===== src/rtl/byte_channel_bridge_if.sv =====
// Bundle of all requester-side and memory-side signals of byte_channel_bridge.
//   ask_*/ready_*  : CPU flow control (interrupt / restart handshake)
//   io_*           : data load/store requester
//   fe_*           : FETCH_CH instruction-fetch requesters, flattened per channel
//   m_*            : byte-serial memory/peripheral channel
// Modport slave is the bridge view; modport master is the surrounding system view.
interface byte_channel_bridge_if #(
  parameter int unsigned ADDR_W      = 40,
  parameter int unsigned FETCH_CH    = 2,
  parameter int unsigned INSTR_BYTES = 4
);
  logic                               ask_inter;
  logic                               ask_restart;
  logic                               ready_inter;
  logic                               ready_restart;

  logic                               io_valid;
  logic [ADDR_W-1:0]                  io_addr;
  logic                               io_rw;
  logic [1:0]                         io_width;
  logic [63:0]                        io_wdata;
  logic [63:0]                        io_rdata;
  logic                               io_ready;
  logic                               io_error;

  logic [FETCH_CH-1:0]                fe_valid;
  logic [FETCH_CH*ADDR_W-1:0]         fe_addr;
  logic [FETCH_CH*8*INSTR_BYTES-1:0]  fe_rdata;
  logic [FETCH_CH-1:0]                fe_ready;
  logic [FETCH_CH-1:0]                fe_error;

  logic                               m_valid;
  logic [ADDR_W-1:0]                  m_addr;
  logic                               m_rw;
  logic [7:0]                         m_wdata;
  logic [7:0]                         m_rdata;
  logic                               m_ready;
  logic                               m_error;

  modport slave (
    input  ask_inter, ask_restart,
    output ready_inter, ready_restart,
    input  io_valid, io_addr, io_rw, io_width, io_wdata,
    output io_rdata, io_ready, io_error,
    input  fe_valid, fe_addr,
    output fe_rdata, fe_ready, fe_error,
    output m_valid, m_addr, m_rw, m_wdata,
    input  m_rdata, m_ready, m_error
  );

  modport master (
    output ask_inter, ask_restart,
    input  ready_inter, ready_restart,
    output io_valid, io_addr, io_rw, io_width, io_wdata,
    input  io_rdata, io_ready, io_error,
    output fe_valid, fe_addr,
    input  fe_rdata, fe_ready, fe_error,
    input  m_valid, m_addr, m_rw, m_wdata,
    output m_rdata, m_ready, m_error
  );
endinterface


===== src/rtl/byte_channel_bridge.sv =====
// Serialises one data-IO requester and FETCH_CH instruction-fetch requesters
// onto a single byte-wide memory channel (big-endian byte order, IO has priority,
// fetch channels round-robin). Writes in flight are drained before an interrupt.
// Ports:
//   clk  : clock
//   rst  : asynchronous active-low reset
//   bus  : byte_channel_bridge_if.slave (ask/ready, io_*, fe_*, m_* groups)
module byte_channel_bridge #(
  parameter int unsigned ADDR_W      = 40,
  parameter int unsigned FETCH_CH    = 2,
  parameter int unsigned INSTR_BYTES = 4
) (
  input  logic                  clk,
  input  logic                  rst,
  byte_channel_bridge_if.slave  bus
);

  localparam int unsigned FW = 8 * INSTR_BYTES;
  localparam int unsigned GW = (FETCH_CH > 1) ? $clog2(FETCH_CH) : 1;

  typedef enum logic [1:0] {IDLE, RUN, DONE} state_e;

  state_e                        state_q, state_d;
  logic [GW-1:0]                 grant_q, grant_d;
  logic [GW-1:0]                 rr_q, rr_d;
  logic                          is_io_q, is_io_d;
  logic                          rw_q, rw_d;
  logic [3:0]                    nbytes_q, nbytes_d;
  logic [2:0]                    step_q, step_d;
  logic [63:0]                   wdata_q, wdata_d;
  logic                          m_valid_q, m_valid_d;
  logic [ADDR_W-1:0]             m_addr_q, m_addr_d;
  logic [63:0]                   io_rdata_q, io_rdata_d;
  logic [FETCH_CH-1:0][FW-1:0]   fe_rdata_q, fe_rdata_d;
  logic                          io_ready_q, io_ready_d;
  logic                          io_error_q, io_error_d;
  logic [FETCH_CH-1:0]           fe_ready_q, fe_ready_d;
  logic [FETCH_CH-1:0]           fe_error_q, fe_error_d;
  logic                          ready_inter_q, ready_inter_d;

  logic                          abort;
  logic                          found;
  logic                          last;
  logic [GW-1:0]                 gsel;
  logic [GW-1:0]                 cand;
  logic [ADDR_W-1:0]             fe_addr_sel;

  // State and datapath registers
  always_ff @(posedge clk or negedge rst) begin
    if (!rst) begin
      state_q       <= IDLE;
      grant_q       <= '0;
      rr_q          <= '0;
      is_io_q       <= 1'b0;
      rw_q          <= 1'b0;
      nbytes_q      <= '0;
      step_q        <= '0;
      wdata_q       <= '0;
      m_valid_q     <= 1'b0;
      m_addr_q      <= '0;
      io_rdata_q    <= '0;
      fe_rdata_q    <= '0;
      io_ready_q    <= 1'b0;
      io_error_q    <= 1'b0;
      fe_ready_q    <= '0;
      fe_error_q    <= '0;
      ready_inter_q <= 1'b1;
    end else begin
      state_q       <= state_d;
      grant_q       <= grant_d;
      rr_q          <= rr_d;
      is_io_q       <= is_io_d;
      rw_q          <= rw_d;
      nbytes_q      <= nbytes_d;
      step_q        <= step_d;
      wdata_q       <= wdata_d;
      m_valid_q     <= m_valid_d;
      m_addr_q      <= m_addr_d;
      io_rdata_q    <= io_rdata_d;
      fe_rdata_q    <= fe_rdata_d;
      io_ready_q    <= io_ready_d;
      io_error_q    <= io_error_d;
      fe_ready_q    <= fe_ready_d;
      fe_error_q    <= fe_error_d;
      ready_inter_q <= ready_inter_d;
    end
  end

  // Next-state, arbitration and byte sequencing
  always_comb begin
    state_d     = state_q;
    grant_d     = grant_q;
    rr_d        = rr_q;
    is_io_d     = is_io_q;
    rw_d        = rw_q;
    nbytes_d    = nbytes_q;
    step_d      = step_q;
    wdata_d     = wdata_q;
    m_valid_d   = m_valid_q;
    m_addr_d    = m_addr_q;
    io_rdata_d  = io_rdata_q;
    fe_rdata_d  = fe_rdata_q;
    io_ready_d  = 1'b0;
    io_error_d  = 1'b0;
    fe_ready_d  = '0;
    fe_error_d  = '0;
    found       = 1'b0;
    last        = 1'b0;
    gsel        = '0;
    cand        = '0;
    fe_addr_sel = '0;

    // A write already on the bus is allowed to finish under ask_inter
    abort = bus.ask_restart || (bus.ask_inter && !((state_q != IDLE) && rw_q));

    // Round-robin: first requesting channel at or after rr_q, wrapping
    for (int unsigned i = 0; i < FETCH_CH; i++) begin
      cand = GW'((32'(rr_q) + i) % FETCH_CH);
      if (!found && bus.fe_valid[cand]) begin
        found = 1'b1;
        gsel  = cand;
      end
    end
    for (int unsigned c = 0; c < FETCH_CH; c++) begin
      if (GW'(c) == gsel) fe_addr_sel = bus.fe_addr[c*ADDR_W +: ADDR_W];
    end

    case (state_q)
      IDLE: begin
        if (!bus.ask_inter && !bus.ask_restart) begin
          if (bus.io_valid) begin
            is_io_d    = 1'b1;
            rw_d       = bus.io_rw;
            nbytes_d   = 4'(1) << bus.io_width;
            // Left-justify the N live bytes so the MSB leaves first
            wdata_d    = bus.io_wdata << (7'd64 - (7'd8 << bus.io_width));
            m_addr_d   = bus.io_addr;
            io_rdata_d = '0;
            step_d     = '0;
            m_valid_d  = 1'b1;
            state_d    = RUN;
          end else if (found) begin
            is_io_d   = 1'b0;
            grant_d   = gsel;
            rr_d      = GW'((32'(gsel) + 32'd1) % FETCH_CH);
            rw_d      = 1'b0;
            nbytes_d  = 4'(INSTR_BYTES);
            wdata_d   = '0;
            m_addr_d  = fe_addr_sel;
            for (int unsigned c = 0; c < FETCH_CH; c++) begin
              if (GW'(c) == gsel) fe_rdata_d[c] = '0;
            end
            step_d    = '0;
            m_valid_d = 1'b1;
            state_d   = RUN;
          end
        end
      end

      RUN: begin
        if (bus.m_ready) begin
          last    = bus.m_error || (step_q == 3'(nbytes_q - 4'd1));
          wdata_d = wdata_q << 8;
          if (!rw_q) begin
            if (is_io_q) io_rdata_d = {io_rdata_q[55:0], bus.m_rdata};
            else begin
              for (int unsigned c = 0; c < FETCH_CH; c++) begin
                if (GW'(c) == grant_q) fe_rdata_d[c] = (fe_rdata_q[c] << 8) | FW'(bus.m_rdata);
              end
            end
          end
          if (bus.m_error) begin
            if (is_io_q) io_rdata_d = '0;
            else begin
              for (int unsigned c = 0; c < FETCH_CH; c++) begin
                if (GW'(c) == grant_q) fe_rdata_d[c] = '0;
              end
            end
          end
          if (last) begin
            state_d   = DONE;
            m_valid_d = 1'b0;
            step_d    = '0;
            if (is_io_q) begin
              io_ready_d = 1'b1;
              io_error_d = bus.m_error;
            end else begin
              for (int unsigned c = 0; c < FETCH_CH; c++) begin
                if (GW'(c) == grant_q) begin
                  fe_ready_d[c] = 1'b1;
                  fe_error_d[c] = bus.m_error;
                end
              end
            end
          end else begin
            step_d   = step_q + 3'd1;
            m_addr_d = m_addr_q + ADDR_W'(1);
          end
        end
      end

      DONE:    state_d = IDLE;
      default: state_d = IDLE;
    endcase

    // Restart (or interrupt outside a write) drops everything, keeps rr_q
    if (abort) begin
      state_d    = IDLE;
      step_d     = '0;
      m_valid_d  = 1'b0;
      io_ready_d = 1'b0;
      io_error_d = 1'b0;
      fe_ready_d = '0;
      fe_error_d = '0;
    end

    ready_inter_d = !(((state_d == RUN) || (state_d == DONE)) && rw_d);
  end

  assign bus.ready_inter   = ready_inter_q;
  assign bus.ready_restart = 1'b1;
  assign bus.io_rdata      = io_rdata_q;
  assign bus.io_ready      = io_ready_q;
  assign bus.io_error      = io_error_q;
  assign bus.fe_rdata      = fe_rdata_q;
  assign bus.fe_ready      = fe_ready_q;
  assign bus.fe_error      = fe_error_q;
  assign bus.m_valid       = m_valid_q;
  assign bus.m_addr        = m_addr_q;
  assign bus.m_rw          = rw_q;
  assign bus.m_wdata       = wdata_q[63:56];

endmodule


===== src/flat_wrapper.sv =====
// flat-port wrapper written by rule: the top's interface ports become plain ports
module byte_channel_bridge_flat 
#(
  parameter int unsigned ADDR_W      = 40,
  parameter int unsigned FETCH_CH    = 2,
  parameter int unsigned INSTR_BYTES = 4
)
  (clk, rst, bus_ask_inter, bus_ask_restart, bus_ready_inter, bus_ready_restart, bus_io_valid, bus_io_addr, bus_io_rw, bus_io_width, bus_io_wdata, bus_io_rdata, bus_io_ready, bus_io_error, bus_fe_valid, bus_fe_addr, bus_fe_rdata, bus_fe_ready, bus_fe_error, bus_m_valid, bus_m_addr, bus_m_rw, bus_m_wdata, bus_m_rdata, bus_m_ready, bus_m_error);
  byte_channel_bridge_if #(.ADDR_W(ADDR_W), .FETCH_CH(FETCH_CH), .INSTR_BYTES(INSTR_BYTES)) bus_i ();
  input  logic clk;
  input  logic rst;
  input wire logic [$bits(bus_i.ask_inter)-1:0] bus_ask_inter;
  input wire logic [$bits(bus_i.ask_restart)-1:0] bus_ask_restart;
  output wire logic [$bits(bus_i.ready_inter)-1:0] bus_ready_inter;
  output wire logic [$bits(bus_i.ready_restart)-1:0] bus_ready_restart;
  input wire logic [$bits(bus_i.io_valid)-1:0] bus_io_valid;
  input wire logic [$bits(bus_i.io_addr)-1:0] bus_io_addr;
  input wire logic [$bits(bus_i.io_rw)-1:0] bus_io_rw;
  input wire logic [$bits(bus_i.io_width)-1:0] bus_io_width;
  input wire logic [$bits(bus_i.io_wdata)-1:0] bus_io_wdata;
  output wire logic [$bits(bus_i.io_rdata)-1:0] bus_io_rdata;
  output wire logic [$bits(bus_i.io_ready)-1:0] bus_io_ready;
  output wire logic [$bits(bus_i.io_error)-1:0] bus_io_error;
  input wire logic [$bits(bus_i.fe_valid)-1:0] bus_fe_valid;
  input wire logic [$bits(bus_i.fe_addr)-1:0] bus_fe_addr;
  output wire logic [$bits(bus_i.fe_rdata)-1:0] bus_fe_rdata;
  output wire logic [$bits(bus_i.fe_ready)-1:0] bus_fe_ready;
  output wire logic [$bits(bus_i.fe_error)-1:0] bus_fe_error;
  output wire logic [$bits(bus_i.m_valid)-1:0] bus_m_valid;
  output wire logic [$bits(bus_i.m_addr)-1:0] bus_m_addr;
  output wire logic [$bits(bus_i.m_rw)-1:0] bus_m_rw;
  output wire logic [$bits(bus_i.m_wdata)-1:0] bus_m_wdata;
  input wire logic [$bits(bus_i.m_rdata)-1:0] bus_m_rdata;
  input wire logic [$bits(bus_i.m_ready)-1:0] bus_m_ready;
  input wire logic [$bits(bus_i.m_error)-1:0] bus_m_error;
  assign bus_i.ask_inter = bus_ask_inter;
  assign bus_i.ask_restart = bus_ask_restart;
  assign bus_ready_inter = bus_i.ready_inter;
  assign bus_ready_restart = bus_i.ready_restart;
  assign bus_i.io_valid = bus_io_valid;
  assign bus_i.io_addr = bus_io_addr;
  assign bus_i.io_rw = bus_io_rw;
  assign bus_i.io_width = bus_io_width;
  assign bus_i.io_wdata = bus_io_wdata;
  assign bus_io_rdata = bus_i.io_rdata;
  assign bus_io_ready = bus_i.io_ready;
  assign bus_io_error = bus_i.io_error;
  assign bus_i.fe_valid = bus_fe_valid;
  assign bus_i.fe_addr = bus_fe_addr;
  assign bus_fe_rdata = bus_i.fe_rdata;
  assign bus_fe_ready = bus_i.fe_ready;
  assign bus_fe_error = bus_i.fe_error;
  assign bus_m_valid = bus_i.m_valid;
  assign bus_m_addr = bus_i.m_addr;
  assign bus_m_rw = bus_i.m_rw;
  assign bus_m_wdata = bus_i.m_wdata;
  assign bus_i.m_rdata = bus_m_rdata;
  assign bus_i.m_ready = bus_m_ready;
  assign bus_i.m_error = bus_m_error;
  byte_channel_bridge #(.ADDR_W(ADDR_W), .FETCH_CH(FETCH_CH), .INSTR_BYTES(INSTR_BYTES)) u_core (.clk(clk), .rst(rst), .bus(bus_i));
endmodule

===== config.mk =====
export PLATFORM = sky130hd
export DESIGN_NAME = byte_channel_bridge_flat
export DESIGN_NICKNAME = d
export VERILOG_FILES = /design/src/rtl/byte_channel_bridge_if.sv /design/src/rtl/byte_channel_bridge.sv /design/src/flat_wrapper.sv
export SDC_FILE = /design/constraint.sdc
export NUM_CORES = 1
export LEC_CHECK = 0
export ABC_AREA = 1
export ABC_CLOCK_PERIOD_IN_PS = 4550
export CELL_PAD_IN_SITES_DETAIL_PLACEMENT = 1
export CELL_PAD_IN_SITES_GLOBAL_PLACEMENT = 1
export CORE_ASPECT_RATIO = 0.5
export CORE_UTILIZATION = 37
export CTS_CLUSTER_DIAMETER = 200
export DETAILED_ROUTE_END_ITERATION = 10
export PLACE_DENSITY_LB_ADDON = 0.1
export SYNTH_ARGS = -nofsm -noshare
export SYNTH_HDL_FRONTEND = slang
export SYNTH_SLANG_ARGS = --single-unit
export TNS_END_PERCENT = 10

===== constraint.sdc =====
create_clock -name clk -period 4.55 [get_ports clk]
set_clock_uncertainty 0.05 [all_clocks]
set_input_delay 0.6825 -clock clk [delete_from_list [all_inputs] [get_ports clk]]
set_output_delay 0.6825 -clock clk [all_outputs]
set_load 0.01 [all_outputs]

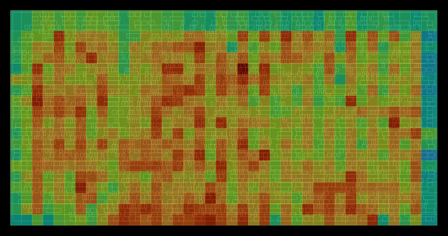
(run_1/congestion_map.png)
met1 Use GR: 0.342
GRT Util Overall: 0.269

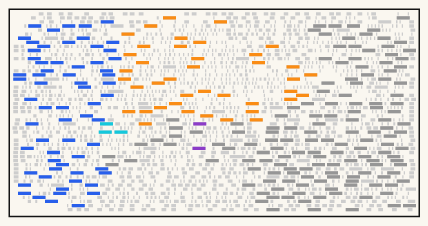
(run_1/ff_map.png)
Scale: 1.5 px per um. Other sequential cells in the stronger gray, the rest of the logic in the fainter gray.
[u_core.nbytes_q] cyan | placed flops: 3
[u_core.wdata_q] blue | placed flops: 64 | where: a column on the left
[u_core.bus.fe_ready] purple | placed flops: 2
[u_core.bus.m_addr] orange | placed flops: 40
not colored: 143
Storage cell area: 0.00631 sq mm
sequential share of cell area: 0.339
post-route core utilization: 0.518

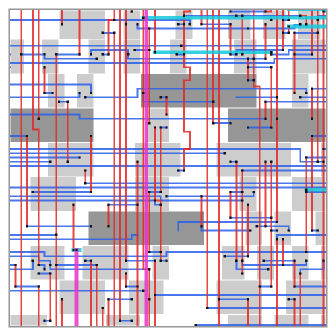
(run_1/closeup.png)
Window x 124 to 149, y 29 to 54 um. Cells in gray, sequential cells in the stronger gray; small squares are vias.
[M3] cyan
[M4] magenta
[M1] blue
[M2] red
sequential cells in the window: 4
most frequent: nand2_1 (8), clkdlybuf4s50_1 (7), inv_1 (5)
cells with their middle in the window: 38

==> deck_impl_summary.md, run 1 <==
Run Summary

Status
  • Status: finished clean

Detailed routing
  • DRC Markers: 0
  • Metal-1 WL: 21,900 um
  • WL/cell: 19.0 um
  • Final ANT Viol Nets: 0
  • DR top layer: met4
  • Via density: 5.16
  • Drt pass-1 iters: 5
  • Met2 Wirelength: 26,400 um
  • Met3 WL post-DR: 1690 um
  • Iter 0 DRT Violations: 960
  • WL final: 51,000 um

Worst setup path
  • Worst Setup EP: u_core.wdata_q[47]
  • CP max-delay cell: clkinv_1
  • CP Data Required Time: 4.93 ns
  • CP Max Fanout: 32
  • Launch point of the worst reg-to-reg path: u_core.state_q[1]
  • Crit Path Class: flop to flop
  • Worst setup path start: u_core.state_q[1]
  • Worst R2R Setup Slack: 1.69 ns
  • CP arrival: 3.24 ns
  • Crit path top cell by count: nand2_1
  • CP max stage delay: 0.52 ns
  • Reg2reg path depth: 11
  • Element type at the critical path end: flop
  • Worst Setup Start Kind: flop

Global routing
  • Vias in the first global route: 13,836
  • Gr ovfl total: 0
  • Initial antenna violation count: 0
  • First-pass GRT wire length: 78,700 um
  • Largest net degree at the start of global routing: 107

CTS
  • Clk buf depth: 3
  • Clock sinks: 252
  • Cts hold-fix bufs: 0
  • Root Buffer Master: clkbuf_16
  • Clock latency on the worst-skew pair: 0.56 ns
  • TritonCTS buffer count: 25
  • Post-CTS Setup Inserts: 0
  • CTS clock-pin slew for the worst setup and hold paths: 0.07 ns
  • CTS tree: done

Cells and area
  • Most frequent cells in the layout: 540 x nand2_1, 387 x clkdlybuf4s50_1, 254 x nor2_1
  • # diodes: 0
  • Commonest Layout Cell: nand2_1
  • Fill cell count: 4,473
  • Nets: 2,389
  • Share of cells above drive strength 1: 0.0432

Timing
  • RSZ-0062 raised after global routing: no
  • Max-slew violation count: 0
  • Setup ws final: 1.69 ns
  • Final hold vios: 0
  • Fmax: 0.349 GHz
  • Cycle use final: 0.629
  • Slew margin rel.: 0.333
  • Clock period minus worst slack: 2.86 ns
  • Worst-margin pin slew: 1.00 ns

Power
  • PwrDens: 407 mW/mm^2
  • Leakage power: 8.52 nW
  • Peak VDD IR: 0.310 mV

Synth
  • FF+latch count, synth: 252
  • Nets at Floorplan: 2,052
  • Xor/xnor share: 0.00324
  • Dominant flop cell: dfrtp_1
  • Cells after synthesis: 1,845
  • Multiplexer share: 0.00148
  • Chip Area, Yosys: 0.0135 sq mm
  • Async SR Flop Fraction: 1.00
  • Seq share, synth: 0.467
  • Adder Area Share: 0.00278
  • # Cells Yosys: 1,845
  • Unique cell types: 47
  • Flip-flops with a built-in enable: 0
  • Area fraction in compound gates: 0.159
  • Syn. warnings: 0
  • Main logic family: simple AND/OR/NAND/NOR gates

Place
  • Gpl congestion: 0.895
  • Post-place setup slack: 1.33 ns
  • Number of I/O port buffers: 388
  • Dpl hpwl: 37,400 um

Die
  • Die area: 0.0373 sq mm
  • FP Core Util: 0.376
  • Row Count: 49
  • Core footprint: 0.0359 sq mm
  • Die width: 272 um
  • Die Y-Extent: 137 um
  • Num ports: 390

Flow run
  • Max Cap Viol: 0
  • Log Warnings: 28
[run 1: worst min-delay path by stage]
stage / from / endpoint / slack, ns
after CTS: rst / u_core.bus.fe_rdata[56] / 0.15
final: rst / u_core.bus.fe_rdata[56] / 0.09
after floorplan: rst / u_core.bus.fe_error[0] / 0.34
after detailed placement: u_core.wdata_q[56] / u_core.wdata_q[56] / 0.42
after global placement: u_core.bus.m_valid / u_core.bus.m_valid / 0.41
after global routing: rst / u_core.bus.fe_rdata[56] / 0.16
[run 1: stage by stage]
stage	area (sq um)	utilization	total power, W	hold WS [ns]	cells
floorplan	13500	-	0.00404	0.337	1845
global route	18600	0.518	0.00800	0.163	2684
detailed placement	17800	0.494	0.00541	0.418	2639
global placement	17800	0.494	0.00534	0.408	2639
CTS	18600	0.518	0.00765	0.149	2684
finish	18600	0.518	0.00757	0.0921	2684
[run 1: sequential cells by signal, indices dropped and copies added (netlist names), 2 cells and up]
name	flops
u_core.step_q	3
u_core.bus.fe_error	2
u_core.bus.m_addr	40
u_core.nbytes_q	3
u_core.bus.fe_ready	2
u_core.state_q	2
u_core.wdata_q	64
u_core.bus.io_rdata	64
u_core.bus.fe_rdata	64
[run 1: synthesized netlist by cell type, types with 2 or more instances]
cell type / count / area [sq um]
nand3b_1: 3 / 22.5
o22a_1: 3 / 26.3
o21ai_0: 139 / 696
mux2i_1: 2 / 20.0
o31ai_1: 12 / 90.1
ha_1: 3 / 37.5
inv_1: 204 / 766
o21ai_1: 6 / 30.0
buf_4: 10 / 75.1
xor2_1: 3 / 26.3
o21a_1: 5 / 37.5
buf_1: 2 / 7.51
nand3_1: 84 / 420
a21o_1: 3 / 22.5
a22oi_1: 23 / 173
buf_2: 40 / 200
a211oi_1: 9 / 67.6
a21oi_1: 29 / 145
nor3_2: 2 / 20.0
o221ai_1: 3 / 26.3
nand4_1: 13 / 81.3
buf_6: 5 / 56.3
o22ai_1: 68 / 425
a31oi_1: 9 / 56.3
inv_2: 5 / 18.8
nor2_1: 255 / 957
dfrtp_1: 251 / 6280
nand2_1: 541 / 2030
o32ai_1: 6 / 52.6
nand2_2: 2 / 12.5
xnor2_1: 2 / 17.5
and2_1: 3 / 18.8
clkbuf_1: 47 / 176
a21oi_2: 2 / 17.5
nor2_2: 5 / 31.3
nor3_1: 3 / 15.0
o211ai_1: 33 / 248
[run 1: cell type report]
class	count	area (sq um)	share of cell area
Tap cell	484	606	0.0326
Timing Repair Buffer	414	4120	0.222
Multi-Input combinational cell	1279	5930	0.319
Inverter	210	788	0.0424
Sequential cell	252	6310	0.339
Clock buffer	32	682	0.0367
Clock inverter	13	164	0.00881
[run 1: per-layer routing]
layer,track usage,up-vias
met2,0.495,288
met1,0.342,6867
met3,0.0296,58
met5,0,-
met4,0.0571,0
li1,-,6626
[run 1: power by group]
part	switching (W)	internal (W)	total, W
combinational	0.00118	0.00111	0.00229
sequential	0.000409	0.00265	0.00306
clock	0.000978	0.00124	0.00222
[run 1: worst max-delay path: cells and delay by family, from the launching register on]
family | cells | cell delay [ns]
flip-flops | 1 | 0.42
AND-OR/OR-AND | 2 | 0.18
buffers and inverters | 4 | 0.92
AND/OR/NAND/NOR | 5 | 1.14
==> run_1/pinout.png <==
Scale: 2 px per um. Pins as bars across the die edge, other pins in gray.
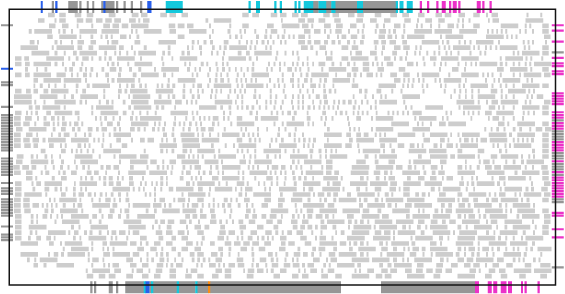

## Run 2: what changed since run 1
--- a/config.mk
+++ b/config.mk
@@ -6,11 +6,11 @@
 export NUM_CORES = 1
 export LEC_CHECK = 0
 export ABC_AREA = 1
-export ABC_CLOCK_PERIOD_IN_PS = 4550
+export ABC_CLOCK_PERIOD_IN_PS = 2800
 export CELL_PAD_IN_SITES_DETAIL_PLACEMENT = 1
 export CELL_PAD_IN_SITES_GLOBAL_PLACEMENT = 1
 export CORE_ASPECT_RATIO = 0.5
-export CORE_UTILIZATION = 37
+export CORE_UTILIZATION = 34
 export CTS_CLUSTER_DIAMETER = 200
 export DETAILED_ROUTE_END_ITERATION = 10
 export PLACE_DENSITY_LB_ADDON = 0.1
==> constraint.sdc (replaced) <==
create_clock -name clk -period 2.8 [get_ports clk]
set_clock_uncertainty 0.05 [all_clocks]
set_input_delay 0.42 -clock clk [delete_from_list [all_inputs] [get_ports clk]]
set_output_delay 0.42 -clock clk [all_outputs]
set_load 0.01 [all_outputs]
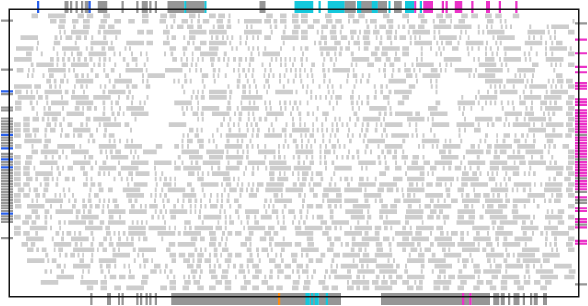
(run_2/pinout.png)
Scale: 2 px per um. Pins as bars across the die edge, other pins in gray.
[bus_m_addr] cyan | pins: 40 | direction: output | edge: 34 north, 6 south
[bus_m_wdata] blue | pins: 8 | direction: output | edge: 6 west, 2 north
[bus_io_valid] orange | pins: 1 | direction: input | edge: south
[bus_fe_rdata] magenta | pins: 64 | direction: output | edge: 45 east, 17 north, 2 south
Die Y-Extent: 143 um
number of I/O port buffers: 388
die width: 284 um

==> deck_impl_summary.md, run 2 <==
Run Summary

Detailed routing
  • Iter 0 DRT Violations: 836 (-13%)
  • DRC Markers: 0 (unchanged)
  • Final ANT Viol Nets: 0 (unchanged)
  • Drt pass-1 iters: 5 (unchanged)
  • WL final: 51,500 um (+1.1%)
  • Via density: 5.01 (-2.8%)
  • Vias: 13,792
  • WL/cell: 18.7 um (-1.4%)

Synth
  • # Cells Yosys: 1,845 (unchanged)
  • Most frequent cell after synthesis: nand2_1
  • Dominant flop cell: dfrtp_1
  • Chip Area, Yosys: 0.0135 sq mm (unchanged)
  • Async SR Flop Fraction: 1.00 (unchanged)
  • Cells after synthesis: 1,845 (unchanged)
  • Syn. warnings: 0 (unchanged)
  • Synth area leaders: dfrtp_1 46%, nand2_1 15%, nor2_1 7.1%
  • Synthesized cell area: 0.0135 sq mm
  • Flip-flops with a built-in enable: 0 (unchanged)
  • Nets at Floorplan: 2,052 (unchanged)
  • FF+latch count, synth: 252 (unchanged)
  • Seq share, synth: 0.467 (unchanged)
  • Commonest cells post-synth: 541 x nand2_1, 255 x nor2_1, 251 x dfrtp_1
  • Top-area cell type share of the netlist area: 0.465 (unchanged)
  • Leading area contributor after synthesis: dfrtp_1
  • Average size of a mapped cell: 7.33 sq um
  • Unique cell types: 47 (unchanged)

Power
  • PwrDens: 666 mW/mm^2 (+64%)
  • Peak VDD IR: 0.403 mV (+30%)
  • Total power: 0.0126 W (+67%)
  • Leakage power: 8.67 nW (+1.9%)

Worst setup path
  • Crit path top cell by count: nand2_1
  • CP Data Required Time: 3.19 ns (-1.74 ns)
  • CP max stage delay: 0.45 ns (-0.07 ns)
  • Crit Path Class: flop to flop
  • CP Max Fanout: 6 (-81%)
  • Worst Setup Start Kind: flop
  • CP max-delay cell: nor2_1
  • Critical path cell sequence: ha_1 > nand2_1 > nor2_1 > nand3_1 > nor2_1 > nand3_1 > nand3_1 > nand2_1 > nand2_1 > nand2_1
  • Element type at the critical path end: flop
  • CP arrival: 2.72 ns (-0.52 ns)
  • Reg2reg path depth: 10 (-1)

Timing
  • Slew margin rel.: 0.566 (+0.233)
  • Fin Hold WS: 0.391 ns (+0.299 ns)
  • Fmax: 0.430 GHz (+23%)
  • Setup ws final: 0.476 ns (-1.21 ns)
  • Max-slew violation count: 0 (unchanged)
  • Worst-margin pin slew: 0.651 ns (-0.348 ns)
  • TNS Setup: 0 ns
  • RSZ-0062 raised after global routing: no
  • Cycle use final: 0.830 (+0.201)
  • Final hold vios: 0 (unchanged)
  • # setup viols final: 0
  • Clock period minus worst slack: 2.32 ns (-0.538 ns)

Die
  • FP Core Util: 0.346 (-0.0301)
  • Die area: 0.0406 sq mm (+8.7%)
  • Num ports: 390 (unchanged)
  • Core footprint: 0.0391 sq mm (+8.7%)
  • Row Count: 51 (+4.1%)

CTS
  • TritonCTS buffer count: 26 (+4.0%)
  • Post-CTS Setup Inserts: 0 (unchanged)
  • Root Buffer Master: clkbuf_16
  • Clock sinks: 252 (unchanged)
  • H-tree depth: 1
  • CTS clock-pin slew for the worst setup and hold paths: 0.07 ns (about the same)
  • CTS tree: done
  • Clk buf depth: 3 (unchanged)
  • Clock latency on the worst-skew pair: 0.55 ns (about the same)

Cells and area
  • Most frequent cells in the layout: 540 x nand2_1, 387 x clkdlybuf4s50_1, 254 x nor2_1
  • Post-route cell area: 0.0190 sq mm (+2.1%)
  • Commonest Layout Cell: nand2_1
  • Share of cells above drive strength 1: 0.0505 (+0.00731)
  • Fill cell count: 4,794 (+7.2%)
  • Area delta synth->final: 40.4%
  • Nets: 2,407 (+0.75%)

Flow run
  • Log Warnings: 26 (-7.1%)
  • Max Cap Viol: 0 (unchanged)

Place
  • Gpl congestion: 0.922 (+3.1%)
  • Dpl hpwl: 38,000 um (+1.7%)
  • Dpl cell area: 0.0180 sq mm (+1.6%)
  • Post-place setup slack: 0.226 ns (-1.10 ns)

Global routing
  • Gr ovfl total: 0 (unchanged)
  • GRT Util Overall: 0.252 (-0.0175)
  • Initial antenna violation count: 4 (+4)
  • First-pass GRT wire length: 80,200 um (+1.9%)
  • Vias in the first global route: 13,942 (+0.77%)
  • Largest net degree at the start of global routing: 77 (-28%)

Hold path
  • Hold crit path type: primary input to asynchronous set/reset pin

Status
  • Status: finished clean
[run 2: cell counts after synthesis]
Identical to the previous run, type by type.
[run 2: kinds of logic after synthesis]
logic type / synth area share
compound gates: 0.159
xor+xnor: 0.00324
flops: 0.467
simple gates: 0.270
other cells: 0.000277
buf+inv: 0.0964
mux: 0.00148
fa+ha+maj: 0.00278
[run 2: area by class of cell]
| class | count | area (sq um) | share of cell area |
|---|---|---|---|
| tap | 530 | 663 | 0.0349 |
| clock inverter | 8 | 143 | 0.00751 |
| antenna | 4 | 10.0 | 0.000527 |
| clock buffer | 38 | 787 | 0.0415 |
| sequential | 252 | 6310 | 0.332 |
| multi-input combinational | 1279 | 5940 | 0.313 |
| inverter | 210 | 788 | 0.0415 |
| timing repair buffer | 431 | 4350 | 0.229 |
[run 2: timing repair]
action,in CTS,in global routing
hold buffers,1,0
setup endpoints to repair,0,0
gates resized,0,0
endpoints found under the hold margin,71,0
[run 2: final timing paths]
| check | from | end | slack (ns) |
|---|---|---|---|
| worst max register to register | u_core.bus.m_addr[1] | u_core.bus.m_addr[24] | 0.48 |
| worst min-delay path | rst | u_core.bus.fe_rdata[62] | 0.39 |
| worst min register to register | u_core.bus.m_valid | u_core.bus.m_valid | 0.43 |
| worst max-delay path | u_core.bus.m_addr[1] | u_core.bus.m_addr[24] | 0.48 |
| max in group asynchronous | rst | u_core.bus.ready_inter | 1.52 |
| min in group clk | u_core.bus.m_valid | u_core.bus.m_valid | 0.43 |
[run 2: per-layer routing]
metal	routed length (um)	track usage	vias to the layer above
met4	1480	0.0739	0
met3	1800	0.0331	73
met5	0	0	-
li1	-	-	6667
met2	25100	0.437	292
met1	23100	0.330	6760
[run 2: critical path: cells and delay by family, from the launching register on]
family                     cells  cell delay (ns)
and+or+nand+nor                9             1.49
DFF                            1             0.43
adders and majority gates      1             0.23
[run 2: power breakdown]
part | switching, W | internal [W] | total [W]
Combinational | 0.00193 | 0.00185 | 0.00378
Sequential | 0.000685 | 0.00430 | 0.00499
Clock | 0.00156 | 0.00231 | 0.00387
[run 2: per-stage QoR]
step                utilization  instances
finish                    0.486       2752
detailed placement        0.462       2701
global placement          0.462       2701
CTS                       0.486       2748
global route              0.486       2751
floorplan                     -       1845
Power is estimated from default activity; no workload was simulated.
